Design alu_rr_scheduler_flat, sky130hd; sources not shown.
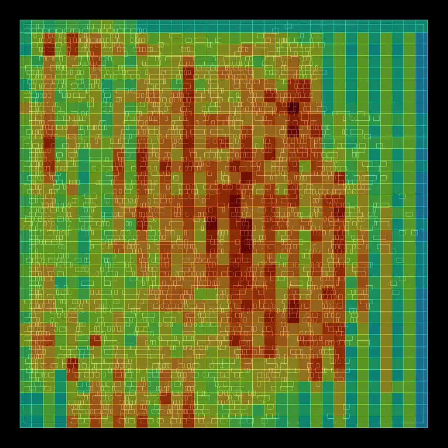
Fig. 1. Congestion heat map.
GR Util met3: 0.0400
Final Util: 0.332
met1 GRT Util: 0.355

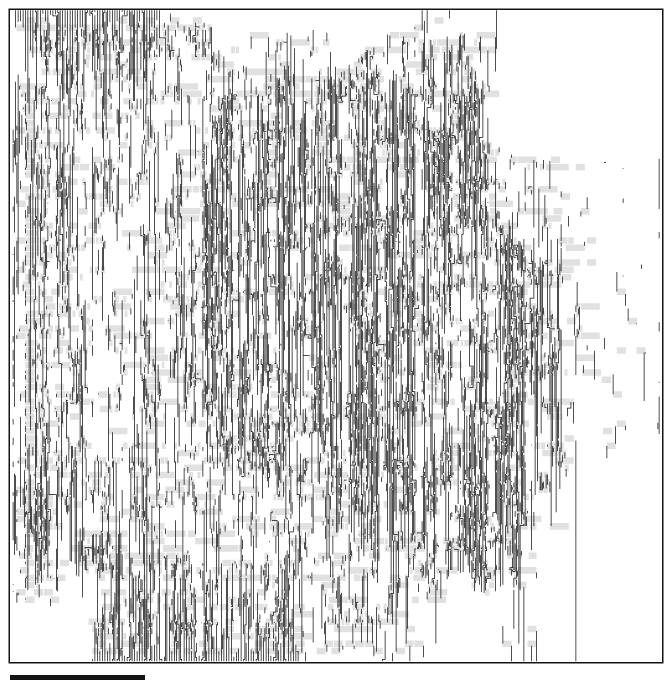
Fig. 2. Metal 2.
The bar under the picture is 50 um long. Cells faint in the background.
- nets with wire on the layer: 2159
- longest straight run: 96.6 um
- share of all routed wire: 44%
vias post-DR: 17500
drt total wl: 75.4 mm
GR Util met2: 0.384

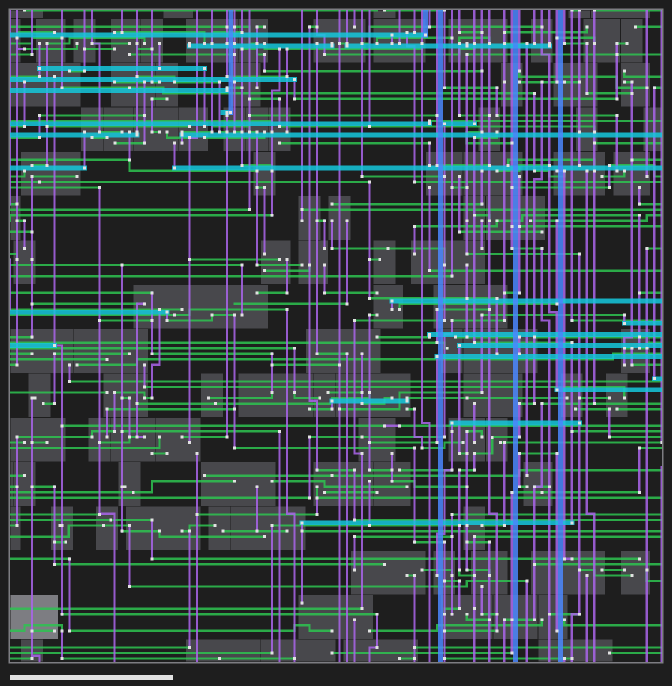
Fig. 3. Layout detail.
The bar under the picture is 10 um long. Region (101, 53) to (141, 93) um. Cells in gray, sequential cells in the stronger gray; small squares are vias.
- met4: blue
- met2: purple
- met3: cyan
- met1: green
- sequential cells in the window: 0
- most frequent: ha_1 (19), nor2_1 (15), inv_1 (12)
- cells with their middle in the window: 94

==> results.py <==
# Flow results
metrics = {
    "final_layout": {
        "fillers": 6287,
        "drive_gt1_frac": 0.0714,
        "design_area_um2": 18600,
        "flop_area_um2": 2230,
        "final_cells": 3194,
        "lay_top_cells": "458 x nand2_1, 321 x clkdlybuf4s50_1, 223 x nand3_1",
        "area_growth_pct": 31.6,
        "largest_register_ffs": 68,
        "lay_top_count": "nand2_1",
        "finalNetCount": 2821,
    },
    "final_timing": {
        "finalCritPeriodShare": 0.900,
        "hold_violations": 0,
        "period_needed_ns": 4.05,
        "slew_viol_final": 0,
        "relSlewSlack": 0.198,
        "fin_hold_ws_ns": 0.476,
        "fin_setup_tns_ns": 0,
        "final.setup.worst_slack_ns": 0.452,
        "finalSetupViolCount": 0,
        "fin_skew_ns": 0.0195,
        "rsz0062_at_grt": "no",
    },
    "route": {
        "wl_met1_mm": 34.9,
        "wl_per_cell_um": 23.6,
        "antenna_left": 0,
        "firstDrtPassIters": 7,
        "via_per_inst": 5.49,
        "drt-initial-drc-count": 1845,
        "dr_wl_met3_mm": 5.60,
        "drc_errors": 0,
    },
    "setup_path": {
        "cp-start-kind": "primary input",
        "critPathKind": "primary input to output port",
        "r2r_setup_slack_ns": 0.95,
        "cp.required_ns": 3.60,
        "crit_fanout": 35,
        "arrival_ns": 3.15,
    },
    "min_path": {
        "holdPathStages": 2,
        "min_path_type": "flop to flop",
    },
    "synth": {
        "ys_ff": 111,
        "yosys.area_share.aoi": 0.288,
        "fp_nets": 2585,
        "ys_sh_adder": 0.0966,
        "yosys-stat-cells": 2195,
        "synth_cell_type_count": 83,
        "ff_type": "dfxtp_1",
        "synth-edff-count": 0,
        "avgSynthCellArea_um2": 6.45,
        "asyncSetResetFlopFracSynth": 0,
        "synth_cells": 2195,
        "synth.logic.top_family": "simple AND/OR/NAND/NOR gates",
        "ys_area_um2": 14200,
        "mux_area_frac": 0.0736,
    },
    "place": {
        "dp_cells": 3176,
        "dpl_worst_slack_ns": 0.483,
        "port_buffers": 322,
        "gp_congestion": 0.971,
        "dp_hpwl_mm": 60.6,
    },
    "cts": {
        "insertion_delay_ns": 0.42,
        "numCtsBuffers": 9,
        "htree_num_levels": 3,
        "ctsResizeCount": 0,
        "post-cts-setup-buffer-count": 0,
        "cts_num_sinks": 111,
        "root_buffer": "clkbuf_16",
        "clock_path_buffers": 2,
        "tritoncts": "done",
        "holdBufCountCts": 0,
        "cts.reportedPaths.clkPinSlew_ns": 0.09,
    },
    "grt": {
        "grt_usage": 0.249,
        "grt_pass1_vias": 16800,
        "grt_pass1_wl_mm": 111,
        "antenna_found_initial": 4,
        "grt-ovfl-total": 0,
    },
    "run_status": {
        "status": "completed",
    },
    "floorplan": {
        "die-area_um2": 58500,
        "fp_util": 0.252,
        "die_w_um": 242,
        "rows": 87,
        "ioPinCount": 323,
    },
    "pwr": {
        "power.density_nw_per_um2": 378,
        "leakage_nw": 7.19,
        "max-vdd-ir-drop_uv": 232,
    },
    "job": {
        "openroad.warnings": 106,
    },
}
## Yosys cell counts, types with 5 or more instances
master     instances  area, um^2
xnor2_1           11        96.3
nor4_1             7        43.8
buf_1             21        78.8
mux2_2            16         180
o22ai_1           23         144
mux2i_1           50         500
and3_1             8        50.1
a21o_1            17         128
clkbuf_1         137         514
a2111oi_0          5        43.8
a221o_1           13         130
a211oi_1          39         293
inv_1             95         357
a21oi_1          218        1090
nor3_1            36         180
mux4_2            16         360
nand2_1          458        1720
o31ai_1           13        97.6
a221oi_1          27         236
and2_1             7        43.8
o2111ai_1          8        70.1
dfxtp_1          111        2220
o21ai_0          108         541
o21bai_1          10        75.1
or3_1             10        62.6
a22oi_1            8        60.1
o311ai_0           6        52.6
o21a_1             9        67.6
nor2b_1            9        56.3
or2_2              6        37.5
buf_2             19        95.1
ha_1             106        1330
nor2_1           187         702
o211ai_1          17         128
nand2b_1          21         131
nand4_1           10        62.6
nand3_1          224        1120
a211o_1            7        61.3
o221ai_1          12         105
a311oi_1           8        70.1
a31oi_1            9        56.3
## report_power, final
group	switching (mW)	internal (mW)	leakage [nW]	total, mW
clock network	0.455	0.384	0.132	0.839
logic	3.10	1.76	6.15	4.85
registers	0.220	1.13	0.915	1.35
## critical path, cell delays in order
cell	delay (ns)
clkdlybuf4s50_1	0.60
nor2_1	0.14
nor2_1	0.31
a21o_4	0.41
and3_1	0.24
clkdlybuf4s50_1	0.54
## cell type report
cell class                      instances  area share
Multi-Input combinational cell       1806       0.585
Inverter                               95      0.0191
Tap cell                              756      0.0508
Antenna cell                            2    0.000269
Clock buffer                           10      0.0123
Timing Repair Buffer                  408       0.210
Clock inverter                          6     0.00269
Sequential cell                       111       0.120
Power and IR drop assume default switching activity.
